==> config.mk <==
export PLATFORM = sky130hd
export DESIGN_NAME = agc_muldiv
export DESIGN_NICKNAME = d
export VERILOG_FILES = /design/src/rtl/agc_defs.sv /design/src/rtl/agc_oc_signmag.sv /design/src/rtl/agc_muldiv.sv
export SDC_FILE = /design/constraint.sdc
export NUM_CORES = 1
export LEC_CHECK = 0
export CELL_PAD_IN_SITES_DETAIL_PLACEMENT = 1
export CELL_PAD_IN_SITES_GLOBAL_PLACEMENT = 1
export CORE_MARGIN = 5
export CORE_UTILIZATION = 30
export DETAILED_ROUTE_END_ITERATION = 16
export PLACE_DENSITY = 0.73
export SYNTH_ARGS = -nofsm -noshare
export SYNTH_HDL_FRONTEND = slang
export SYNTH_SLANG_ARGS = --single-unit
==> constraint.sdc <==
create_clock -name clk -period 5.3 [get_ports clk]
set_clock_uncertainty 0.15 [all_clocks]
set_input_delay 1.06 -clock clk [delete_from_list [all_inputs] [get_ports clk]]
set_output_delay 1.06 -clock clk [all_outputs]
set_load 0.03 [all_outputs]
Run 1, clock distribution:
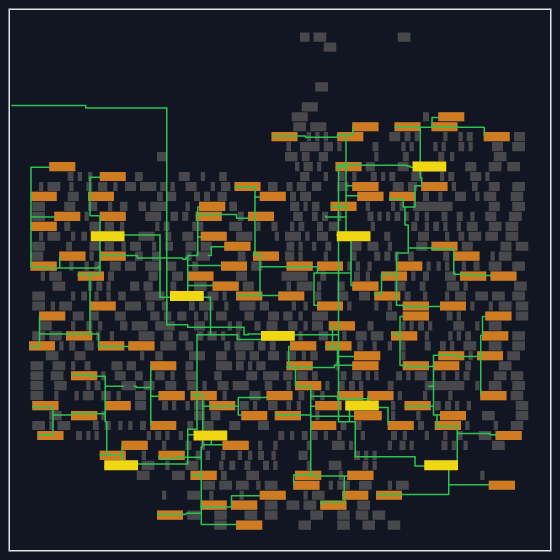
Key: clock wires = green [length 1,570 microns]; cells driving clock nets = yellow [count 9]; flip-flops = orange [count 112]
There are 10 routed clock nets.
power attributed to the clock group: 0.762 mW
clock network power share: 24.9%
worst-skew pair later-pin latency: 0.37 ns

Run 1, cell outlines without signal wires:
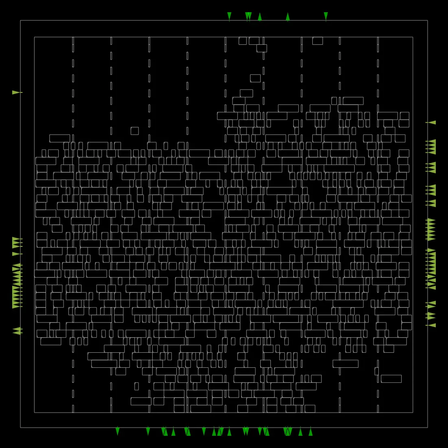
filler-free cell count of the finished design: 987
fin util: 37.2%
sequential cell area share: 32.3%
Flop Count: 112

Run 1, power grid:
Pins as bars on the die edge. Tap cells in gray.
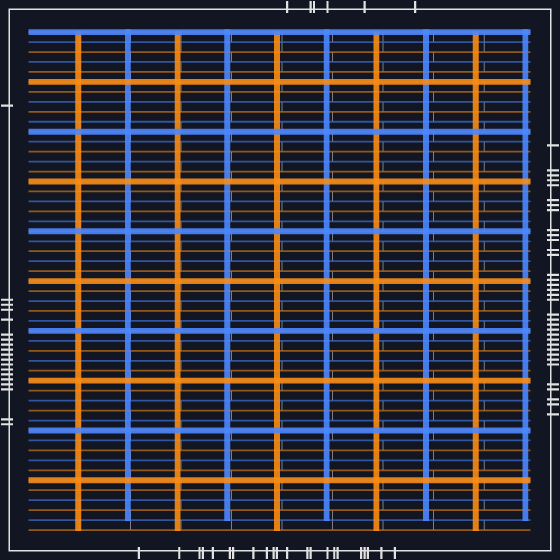
Key: VSS = orange; VDD = blue
10 straps on met4. 51 met1 rails follow the rows. 82 signal pins sit on the boundary.
placeable core area: 0.0186 sq mm
Die Y: 147 microns

Run 1, the metal 2 layer:
The bar under the picture is 50 microns long.
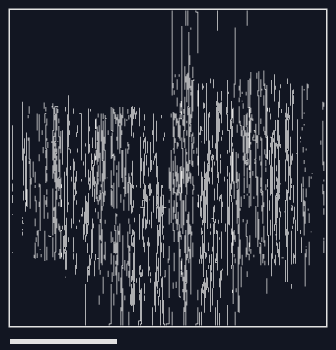
The wires run mostly vertical. The layer holds 47% of the routed length.
met2 usage: 25.2%
routed vias: 4,791
post-detailed-routing wire length: 15,700 microns

==> flow_summary.yaml, run 1 <==
# yosys + openroad results
setup_path:
  crit_path_max_cell_delay_ns: 0.69
  setup.reg_to_reg.worst_slack_ns: 2.27
  worstPathCellList: "inv_1 > ha_1 > inv_1 > clkdlybuf4s50_1"
  setup.worst_path.end_class: "primary output"
  cp_data_required_time_ns: 4.09
  cp.arrival_ns: 1.94
  critical-path-top-cell-by-count: "inv_1"
layout:
  layout-area-overhead-vs-synth_pct: 22.5
  final_layout_size_suffix_gt1_share_pct: 4.78
  layout.nets: 817
  insertedDiodeCount: 0
power:
  pwr.group.sequential_mw: 1.15
  irDropWorstVdd_v: 0.000163
  leakagePower_nw: 2.47
  power.net_switching_mw: 1.18
  power_frac_seq_pct: 37.6
cts:
  cts_root_buf: "clkbuf_16"
  cts_buffers: 9
  clock_tree.buffer_depth: 2
  cts_max_level: 3
routing:
  detail-route-antenna-nets: 0
  topRoutingLayerUsed: "met4"
  drt-initial-drc-count: 171
final_timing:
  setup_repair_after_global_routing_missed_its_margin: "no"
  setup_viol_count_final: 0
  maxClockFrequency_ghz: 0.317
place:
  dp_cell_count: 971
  dp.final_hpwl_microns: 10700
yosys:
  synth.avg_cell_area_sq_um: 8.09
  synthesis_area_per_yosys_sq_mm: 0.00567
  common_cells: "nand2_1, dfxtp_1, xnor2_1"
floorplan:
  num_io_pins: 82
  row_count: 50
  floorplan.die_area_sq_mm: 0.0218
grt:
  grt_pass1_vias: 5023
  grt.met3_usage_pct: 3.56
  grt_most_used_layer: "met2"
run_status:
  result_of_the_run: "completed"
run 1: cell families (layout without fill, tap and decap cells):
| group | Yosys count | count (layout) | share of synthesized area, % |
|---|---|---|---|
| buffers and inverters | 62 | 114 | 4.32 |
| XOR/XNOR | 66 | 66 | 10.2 |
| multiplexers | 30 | 30 | 5.30 |
| AND/OR/NAND/NOR | 242 | 242 | 17.7 |
| AND-OR/OR-AND | 169 | 169 | 18.4 |
| adder cells (fa/ha/maj) | 20 | 20 | 4.55 |
| flip-flops | 112 | 112 | 39.5 |
run 1: worst max-delay path, delay by kind of cell, from the launching register on:
family / cells / cell delay [ns]
adder cells (fa/ha/maj): 1 / 0.26
buffers and inverters: 3 / 0.92
flip-flops: 1 / 0.40
run 1: cell type report:
| cell class | count | area [sq um] |
|---|---|---|
| Fill cell | 2242 | 11700 |
| Multi-Input combinational cell | 527 | 3190 |
| Sequential cell | 112 | 2240 |
| Timing Repair Buffer | 87 | 853 |
| Tap cell | 234 | 293 |
| Clock buffer | 9 | 225 |
| Clock inverter | 7 | 101 |
| Inverter | 11 | 41.3 |
run 1: metrics by stage:
| stage | power, mW | util, % | hold slack [ns] | instance area (sq um) | worst slack [ns] |
|---|---|---|---|---|---|
| after detailed placement | 2.34 | 35.5 | 0.297 | 6620 | 2.01 |
| after CTS | 3.12 | 37.2 | 0.308 | 6940 | 2.11 |
| final | 3.06 | 37.2 | 0.307 | 6940 | 2.15 |
| after floorplan | 1.97 | - | 0.286 | 5670 | 2.74 |
| after global placement | 2.32 | 35.5 | 0.292 | 6620 | 2.07 |
| after global routing | 3.28 | 37.2 | 0.326 | 6940 | 2.03 |
## Run 2: what changed since run 1
- clock period: 5.3 -> 3.1 ns (I/O delays scaled with it)
==> flow_summary.yaml, run 2 <==
# yosys + openroad results
yosys:
  synthesis_area_per_yosys_sq_mm: 0.00567
  synth_xor_xnor_area_share_pct: 10.2
  common_cells: "nand2_1, dfxtp_1, xnor2_1"
  synth.logic.top_family: "AND-OR/OR-AND gates"
  synth_compound_gate_area_share_pct: 18.4
  synth.cell_area_sq_mm: 0.00567
  synth.cellmix.adderShare_pct: 4.55
  yosys-mux-area-fraction_pct: 5.30
cts:
  clock_tree.buffer_depth: 2
  clk_latency_ns: 0.36
  cts_buffers: 9
  cts_max_level: 3
power:
  clock_power_share_pct: 22.0
  leakagePower_nw: 2.49
  irDropWorstVdd_v: 0.000336
  power_frac_seq_pct: 38.2
  power.net_switching_mw: 2.00
layout:
  fillers: 2230
  stdcell_count: 997
  seq_area_sq_mm: 0.00224
  logic_area_sq_mm: 0.00319
  insertedDiodeCount: 0
  layout.nets: 827
  fin_util_pct: 37.4
  layout.cell_area.non_filler_sq_mm: 0.00698
  layout-area-overhead-vs-synth_pct: 23.1
final_timing:
  maxClockFrequency_ghz: 0.375
  worst_slack_ns: 0.435
  setup_viol_count_final: 0
  setup_repair_after_global_routing_missed_its_margin: "no"
floorplan:
  fp.dieH_microns: 147
  row_count: 50
run_status:
  result_of_the_run: "completed"
setup_path:
  setup.reg_to_reg.worst_slack_ns: 0.47
  cp_data_required_time_ns: 2.33
  setup.worst_path.end_class: "primary output"
place:
  area_after_dpl_sq_mm: 0.00671
  gp_routability_congestion: 0.790
  place_ws_ns: 0.452
  dp.final_hpwl_microns: 10900
routing:
  drt-initial-drc-count: 210
  detail-route-antenna-nets: 0
## run 2: netlist changes by cell type in the layout (fill, tap and decap cells not counted)
cell and delta:
clkinv_2 -1, inv_8 -2, buf_4 +9, buf_12 +1, bufinv_16 -2, clkinvlp_4 +2
clkbuf_1 +2, clkbuf_8 +1
## run 2: power groups by stage
stage / registers, mW / clock network (mW) / logic, mW
detailed placement: 1.99 / 0 / 2.07
global placement: 1.98 / 0 / 2.04
finish: 1.95 / 1.13 / 2.04
global route: 2.00 / 1.23 / 2.28
floorplan: 2.01 / 0 / 1.36
CTS: 1.96 / 1.18 / 2.08
## run 2: per-stage QoR
stage | power, mW | hold WS, ns
finish | 5.11 | 0.306
global route | 5.51 | 0.332
CTS | 5.21 | 0.307
global placement | 4.02 | 0.292
floorplan | 3.37 | 0.286
detailed placement | 4.06 | 0.297
## run 2: layer usage
layer | up-vias | share of wire, % | track usage, % | wire, microns
met3 | 14 | 3.9 | 3.83 | 600
met4 | 0 | 0.91 | 3.31 | 141
li1 | 2460 | - | - | -
met5 | - | 0 | 0 | 0
met1 | 2277 | 47 | 18.3 | 7240
met2 | 68 | 49 | 25.4 | 7560
## run 2: cell type report
| cell class | instances | share of cell area (%) |
|---|---|---|
| Sequential cell | 112 | 32.1 |
| Timing Repair Buffer | 97 | 13.5 |
| Multi-Input combinational cell | 527 | 45.7 |
| Clock buffer | 12 | 3.53 |
| Tap cell | 234 | 4.19 |
| Clock inverter | 4 | 0.412 |
| Inverter | 11 | 0.592 |
## run 2: worst max-delay path, cell delays in order (launching register included)
cell and delay, ns:
dfxtp_1 0.38, inv_1 0.08, ha_1 0.25, inv_1 0.12, clkdlybuf4s50_1 0.70
Run 2, the metal 2 layer:
The bar under the picture is 50 microns long.
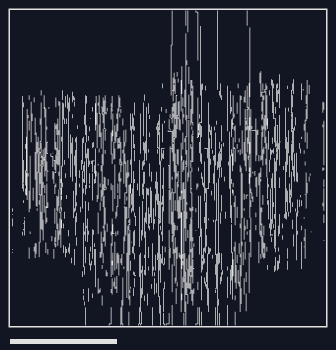
666 nets have wire on it. The layer holds 49% of the routed length. The longest straight run is 50.7 microns.
met2 usage: 25.4%
routed vias: 4,819
post-detailed-routing wire length: 15,500 microns

Power and IR drop assume default switching activity.
